==> images/metal_stack.png <==
Scale bar: 20 microns.
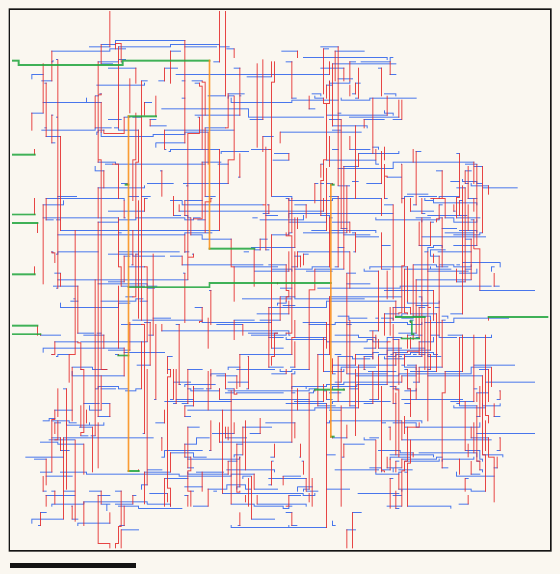
==> images/density.png <==
9 x 9 tiles, from dark blue (low) to red (high), 0 to 100% covered.
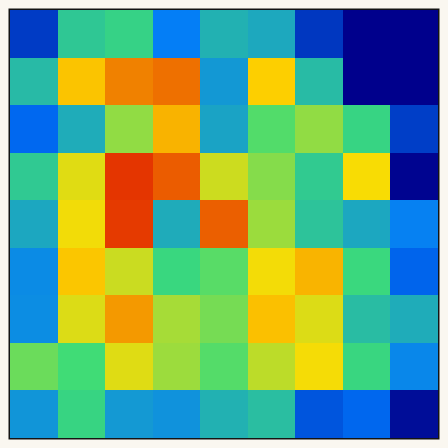
==> images/gate_families.png <==
Scale bar: 20 microns.
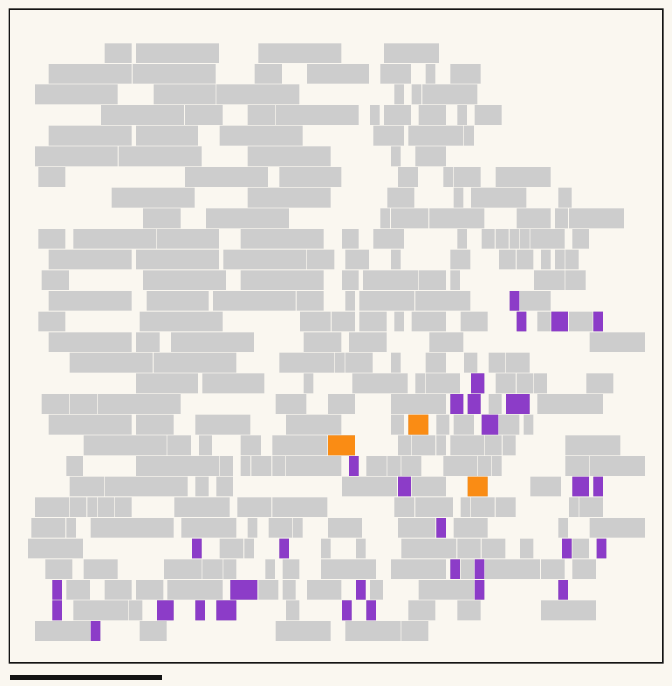
[src/rtl/nano_uart_pkg.sv]
// nano_uart_pkg
// Shared types and constants for the GPIO serial output stage.
// Contents:
//   DATA_BITS            - width of one transmitted word
//   FRAME_BITS_NO_PARITY - bit-times per frame without parity (start + 9 data + stop)
//   FRAME_BITS_PARITY    - bit-times per frame with parity
//   uart_state_t         - transmitter FSM state encoding
// Optional feature macro: UART_TX_PARITY_EN adds the PARITY state to the encoding.
package nano_uart_pkg;

  localparam int DATA_BITS            = 9;
  localparam int FRAME_BITS_NO_PARITY = DATA_BITS + 2;
  localparam int FRAME_BITS_PARITY    = DATA_BITS + 3;

  typedef enum logic [2:0] {
    ST_IDLE,
    ST_START,
    ST_DATA,
`ifdef UART_TX_PARITY_EN
    ST_PARITY,
`endif
    ST_STOP
  } uart_state_t;

endpackage

[src/rtl/sync_fifo.sv]
// sync_fifo
// Small single-clock FIFO with registered occupancy count.
// Parameters: WIDTH (word width), DEPTH (entries, power of two, >= 2)
// Ports:
//   clock   - system clock, rising edge
//   resetn  - synchronous active-low reset, empties the FIFO
//   push    - store wr_data this edge (ignored while full)
//   pop     - discard head this edge (ignored while empty)
//   wr_data - word to store
//   rd_data - current head word (valid while not empty)
//   full    - DEPTH words held
//   empty   - no words held
//   count   - number of words held
module sync_fifo #(
  parameter int WIDTH = 9,
  parameter int DEPTH = 4
) (
  input  logic                     clock,
  input  logic                     resetn,
  input  logic                     push,
  input  logic                     pop,
  input  logic [WIDTH-1:0]         wr_data,
  output logic [WIDTH-1:0]         rd_data,
  output logic                     full,
  output logic                     empty,
  output logic [$clog2(DEPTH):0]   count
);

  localparam int AW    = $clog2(DEPTH);
  localparam int CNT_W = AW + 1;

  logic [WIDTH-1:0] mem [DEPTH];
  logic [AW-1:0]    wr_ptr;
  logic [AW-1:0]    rd_ptr;
  logic             do_push;
  logic             do_pop;

  // full and empty come straight from the count register, so a push is judged
  // against the occupancy before any pop that happens on the same edge
  assign full    = (count == CNT_W'(DEPTH));
  assign empty   = (count == '0);
  assign do_push = push && !full;
  assign do_pop  = pop && !empty;
  assign rd_data = mem[rd_ptr];

  // Storage has no reset; only the pointers and count define validity
  always_ff @(posedge clock) begin
    if (do_push) begin
      mem[wr_ptr] <= wr_data;
    end
  end

  // Pointers wrap naturally because DEPTH is a power of two
  always_ff @(posedge clock) begin
    if (!resetn) begin
      wr_ptr <= '0;
      rd_ptr <= '0;
      count  <= '0;
    end else begin
      if (do_push) wr_ptr <= wr_ptr + 1'b1;
      if (do_pop)  rd_ptr <= rd_ptr + 1'b1;
      case ({do_push, do_pop})
        2'b10:   count <= count + 1'b1;
        2'b01:   count <= count - 1'b1;
        default: count <= count;
      endcase
    end
  end

endmodule

[src/rtl/gpio_uart_tx.sv]
// gpio_uart_tx
// Serial output stage fed by the GPIO write strobe. Words are queued in a
// small FIFO and sent as asynchronous frames: start (0), 9 data bits LSB
// first, optional even parity bit, stop (1).
// Parameters: CLKS_PER_BIT (>= 2), FIFO_DEPTH (power of two, >= 2)
// Ports:
//   clock    - system clock, rising edge
//   resetn   - synchronous active-low reset, aborts any frame
//   wr_en    - one-cycle write strobe
//   wr_data  - 9-bit word to transmit
//   full     - FIFO holds FIFO_DEPTH words
//   busy     - frame in progress or words queued
//   overflow - sticky, a write was dropped while full
//   tx       - serial line, idle high
// Optional feature macro: UART_TX_PARITY_EN inserts an even-parity bit.
module gpio_uart_tx
  import nano_uart_pkg::*;
#(
  parameter int CLKS_PER_BIT = 234,
  parameter int FIFO_DEPTH   = 4
) (
  input  logic                 clock,
  input  logic                 resetn,
  input  logic                 wr_en,
  input  logic [DATA_BITS-1:0] wr_data,
  output logic                 full,
  output logic                 busy,
  output logic                 overflow,
  output logic                 tx
);

  localparam int CW    = $clog2(CLKS_PER_BIT);
  localparam int CNT_W = $clog2(FIFO_DEPTH) + 1;
  localparam logic [CW-1:0] BAUD_LAST = CW'(CLKS_PER_BIT - 1);
  localparam logic [3:0]    LAST_BIT  = 4'(DATA_BITS - 1);

  uart_state_t          state;
  logic [CW-1:0]        baud_cnt;
  logic [3:0]           bit_idx;
  logic [DATA_BITS-1:0] shift;
`ifdef UART_TX_PARITY_EN
  logic                 parity;
`endif

  logic                 fifo_empty;
  logic [DATA_BITS-1:0] fifo_rd_data;
  logic [CNT_W-1:0]     fifo_count;
  logic [CNT_W-1:0]     words_after;
  logic                 push_ok;
  logic                 pop;
  logic                 bit_end;
  logic                 frame_after;

  sync_fifo #(
    .WIDTH (DATA_BITS),
    .DEPTH (FIFO_DEPTH)
  ) u_fifo (
    .clock   (clock),
    .resetn  (resetn),
    .push    (push_ok),
    .pop     (pop),
    .wr_data (wr_data),
    .rd_data (fifo_rd_data),
    .full    (full),
    .empty   (fifo_empty),
    .count   (fifo_count)
  );

  assign bit_end = (baud_cnt == BAUD_LAST);
  assign push_ok = wr_en && !full;

  // The head is taken either from IDLE or on the last cycle of STOP, so
  // consecutive frames run with no idle cycle between them
  assign pop = !fifo_empty &&
               ((state == ST_IDLE) || ((state == ST_STOP) && bit_end));

  // busy is registered, so it is computed from what will be true after this edge
  assign frame_after = pop ||
                       ((state != ST_IDLE) && !((state == ST_STOP) && bit_end));
  assign words_after = fifo_count + CNT_W'(push_ok) - CNT_W'(pop);

  // Transmitter FSM with baud counter, shift register and registered outputs.
  // tx is loaded with the value of the upcoming bit on every transition.
  always_ff @(posedge clock) begin
    if (!resetn) begin
      state    <= ST_IDLE;
      baud_cnt <= '0;
      bit_idx  <= '0;
      shift    <= '0;
      tx       <= 1'b1;
      busy     <= 1'b0;
      overflow <= 1'b0;
`ifdef UART_TX_PARITY_EN
      parity   <= 1'b0;
`endif
    end else begin
      busy <= frame_after || (words_after != '0);
      if (wr_en && full) overflow <= 1'b1;

      case (state)
        ST_IDLE: begin
          baud_cnt <= '0;
          tx       <= 1'b1;
          if (pop) begin
            shift <= fifo_rd_data;
`ifdef UART_TX_PARITY_EN
            parity <= ^fifo_rd_data;
`endif
            tx    <= 1'b0;
            state <= ST_START;
          end
        end

        ST_START: begin
          if (bit_end) begin
            baud_cnt <= '0;
            bit_idx  <= '0;
            tx       <= shift[0];
            state    <= ST_DATA;
          end else begin
            baud_cnt <= baud_cnt + 1'b1;
          end
        end

        ST_DATA: begin
          if (bit_end) begin
            baud_cnt <= '0;
            if (bit_idx == LAST_BIT) begin
`ifdef UART_TX_PARITY_EN
              tx    <= parity;
              state <= ST_PARITY;
`else
              tx    <= 1'b1;
              state <= ST_STOP;
`endif
            end else begin
              bit_idx <= bit_idx + 4'd1;
              shift   <= {1'b0, shift[DATA_BITS-1:1]};
              tx      <= shift[1];
            end
          end else begin
            baud_cnt <= baud_cnt + 1'b1;
          end
        end

`ifdef UART_TX_PARITY_EN
        ST_PARITY: begin
          if (bit_end) begin
            baud_cnt <= '0;
            tx       <= 1'b1;
            state    <= ST_STOP;
          end else begin
            baud_cnt <= baud_cnt + 1'b1;
          end
        end
`endif

        ST_STOP: begin
          if (bit_end) begin
            baud_cnt <= '0;
            if (pop) begin
              shift <= fifo_rd_data;
`ifdef UART_TX_PARITY_EN
              parity <= ^fifo_rd_data;
`endif
              tx    <= 1'b0;
              state <= ST_START;
            end else begin
              tx    <= 1'b1;
              state <= ST_IDLE;
            end
          end else begin
            baud_cnt <= baud_cnt + 1'b1;
          end
        end

        default: begin
          baud_cnt <= '0;
          tx       <= 1'b1;
          state    <= ST_IDLE;
        end
      endcase
    end
  end

endmodule

[config.mk]
export PLATFORM = sky130hd
export DESIGN_NAME = gpio_uart_tx
export DESIGN_NICKNAME = d
export VERILOG_FILES = /design/src/rtl/nano_uart_pkg.sv /design/src/rtl/sync_fifo.sv /design/src/rtl/gpio_uart_tx.sv
export SDC_FILE = /design/constraint.sdc
export NUM_CORES = 1
export LEC_CHECK = 0
export CORE_MARGIN = 2
export CORE_UTILIZATION = 48
export CTS_CLUSTER_SIZE = 8
export DETAILED_ROUTE_END_ITERATION = 8
export PLACE_DENSITY_LB_ADDON = 0.08
export SLEW_MARGIN = 40
export SYNTH_ARGS = -nofsm -noshare
export SYNTH_HDL_FRONTEND = slang
export SYNTH_SLANG_ARGS = --single-unit
export TNS_END_PERCENT = 1
[constraint.sdc]
create_clock -name clock -period 3.1 [get_ports clock]
set_clock_uncertainty 0.15 [all_clocks]
set_input_delay 0.31 -clock clock [delete_from_list [all_inputs] [get_ports clock]]
set_output_delay 0.31 -clock clock [all_outputs]
set_load 0.03 [all_outputs]
==> run_summary.xml <==
<?xml version="1.0" encoding="UTF-8"?>
<metrics>
  <group name="outcome">
    <metric name="outcome" unit="">completed</metric>
  </group>
  <group name="worst_setup_path">
    <metric name="cpPeakStageDelay" unit="ns">0.43</metric>
    <metric name="timing.critical_path.max_delay_family" unit="">adder cells</metric>
    <metric name="worst_path_most_repeated_cell" unit="">nor2_1</metric>
    <metric name="crit_type" unit="">flop to flop</metric>
  </group>
  <group name="pwr">
    <metric name="report.power.total" unit="mW">3.192</metric>
    <metric name="cellLeakagePower" unit="nW">1.374</metric>
    <metric name="irDropWorstVdd" unit="mV">0.4244</metric>
  </group>
  <group name="floorplan">
    <metric name="placement_rows" unit="">29</metric>
    <metric name="core_region_area" unit="sq um">6422</metric>
    <metric name="fp_util" unit="%">50.17</metric>
    <metric name="num_io_pins" unit="">16</metric>
    <metric name="dieArea" unit="sq um">7383</metric>
  </group>
  <group name="cts">
    <metric name="cts_resized" unit="">0</metric>
    <metric name="clk_pin_slew_worst_paths" unit="ns">0.08</metric>
    <metric name="clock-root-buffer" unit="">clkbuf_8</metric>
    <metric name="worstSkewPairLatency" unit="ns">0.34</metric>
    <metric name="post-cts-setup-buffer-count" unit="">0</metric>
  </group>
  <group name="timing">
    <metric name="fin_setup_tns" unit="ns">0</metric>
    <metric name="worst_slew_pin_slew" unit="ns">0.6395</metric>
  </group>
  <group name="routing">
    <metric name="drt-total-wl" unit="mm">5.221</metric>
    <metric name="route.detailed.vias_per_inst" unit="">5.359</metric>
    <metric name="drt_iter0_drc" unit="">64</metric>
  </group>
  <group name="logic_synthesis">
    <metric name="xor_area_share" unit="%">2.718</metric>
    <metric name="yosysWarningCount" unit="">0</metric>
    <metric name="synth_async_sr_flop_share" unit="%">0</metric>
    <metric name="yosys-stat-cells" unit="">265</metric>
    <metric name="synth_area" unit="sq um">3222</metric>
    <metric name="syn-num-nets" unit="">295</metric>
  </group>
  <group name="global_routing">
    <metric name="global_route.peak_usage_layer" unit="">met2</metric>
    <metric name="grt_first_pass_wirelength" unit="mm">8.956</metric>
    <metric name="first_global_vias" unit="">1952</metric>
    <metric name="grt_remaining_overflow" unit="">0</metric>
    <metric name="maximum_number_of_pins_on_one_net_before_global_route_repair" unit="">17</metric>
  </group>
  <group name="placed_design">
    <metric name="dp_worst_setup_slack" unit="ns">0.3889</metric>
    <metric name="gp_congestion" unit="">0.7710</metric>
    <metric name="io_buffer_count" unit="">15</metric>
  </group>
  <group name="run">
    <metric name="tool_warnings" unit="">35</metric>
  </group>
  <group name="cells_and_area">
    <metric name="synthToLayoutAreaGrowth" unit="%">14.25</metric>
  </group>
</metrics>
## Picture notes: metal_stack.png
layer	colour	wire length
met4	orange	127 microns
met3	green	127 microns
met2	red	2490 microns
met1	blue	2480 microns
total number of vias: 1983
GRT Overall Usage: 15.97%

## Picture notes: density.png
tiles over 75% full	16%
mean over tiles	49%
emptiest ninth of the die	upper right
nearly empty tiles	6.2%
fullest tile	94%

## Picture notes: gate_families.png
family	colour	cells
AND-OR and OR-AND gates	orange	3
NOR gates	purple	32
most frequently placed logic cell in the final layout: edfxtp_1
final instance count without filler cells: 370
combinational fraction of the cell area: 36.51%

==> tightest hold or removal path: cells and delay by family (launching register included) <==
kind / cells / cell delay, ns
mux: 1 / 0.05
simple gates: 1 / 0.05
flops: 1 / 0.32
==> power by group <==
part | total [mW] | switching (mW) | leakage, nW | internal, mW
registers | 1.28 | 0.121 | 0.616 | 1.16
clock network | 0.758 | 0.377 | 0.0968 | 0.381
logic | 1.15 | 0.591 | 0.662 | 0.563
==> metrics by stage <==
stage          util [%]  cells
2_1_floorplan         -    265
3_3_place_gp      54.14    354
3_5_place_dp      54.14    354
4_1_cts           57.32    370
5_1_grt           57.32    370
6_report          57.32    370
==> Yosys cell counts (2+ instances only) <==
master / number / area [sq um]
a21o_1: 2 / 15.01
a21oi_1: 13 / 65.06
and2_1: 4 / 25.02
and4b_2: 2 / 22.52
buf_2: 2 / 10.01
clkbuf_1: 6 / 22.52
dfxtp_1: 35 / 700.7
edfxtp_1: 36 / 1081
fa_1: 2 / 40.04
ha_1: 16 / 200.2
inv_1: 16 / 60.06
mux2_2: 7 / 78.83
mux2i_1: 12 / 120.1
mux4_2: 8 / 180.2
nand2_1: 22 / 82.58
nand2b_1: 2 / 12.51
nand3_1: 7 / 35.03
nand3b_1: 2 / 15.01
nand4_1: 3 / 18.77
nor2_1: 21 / 78.83
nor2b_1: 2 / 12.51
nor3_1: 4 / 20.02
nor4_1: 2 / 12.51
o21ai_0: 6 / 30.03
o21bai_1: 2 / 15.01
or3_1: 4 / 25.02
xnor2_1: 5 / 43.79
xor2_1: 5 / 43.79
==> layer usage <==
layer / vias up / share of wire [%]
met3: 10 / 2.4
met4: 0 / 2.4
met5: - / 0
met2: 23 / 48
met1: 950 / 47
li1: 1000 / -
==> logic make-up after synthesis <==
kind of cell             Yosys count
XOR/XNOR                          10
buffers and inverters             25
multiplexers                      27
adder cells (fa/ha/maj)           18
AND/OR/NAND/NOR                   85
AND-OR/OR-AND                     29
flip-flops                        71
==> flip-flops by register name (all words and copies together), names as in the netlist, named ones only <==
register	count
u_fifo.count	3
bit_idx	4
u_fifo.rd_ptr	2
baud_cnt	8
busy	1
tx	1
u_fifo.mem	36
shift	9
state	2
u_fifo.wr_ptr	2
overflow	1
==> worst paths after layout <==
| kind | to | slack, ns | cells after the start |
|---|---|---|---|
| max reg2reg | busy | 0.39 | 13 |
| min reg2reg | shift[3] | 0.31 | 2 |
| max | busy | 0.39 | 13 |
| min | shift[3] | 0.31 | 2 |
==> final cells by class <==
class,count,area (sq um)
multi-input cells,169,1344
repair buffers,21,195.2
clock buffers,9,123.9
well taps,77,96.34
clock inverters,7,80.08
fillers,542,2741
flip-flops and latches,71,1782
inverters,16,60.06
Power is estimated from default activity; no workload was simulated.
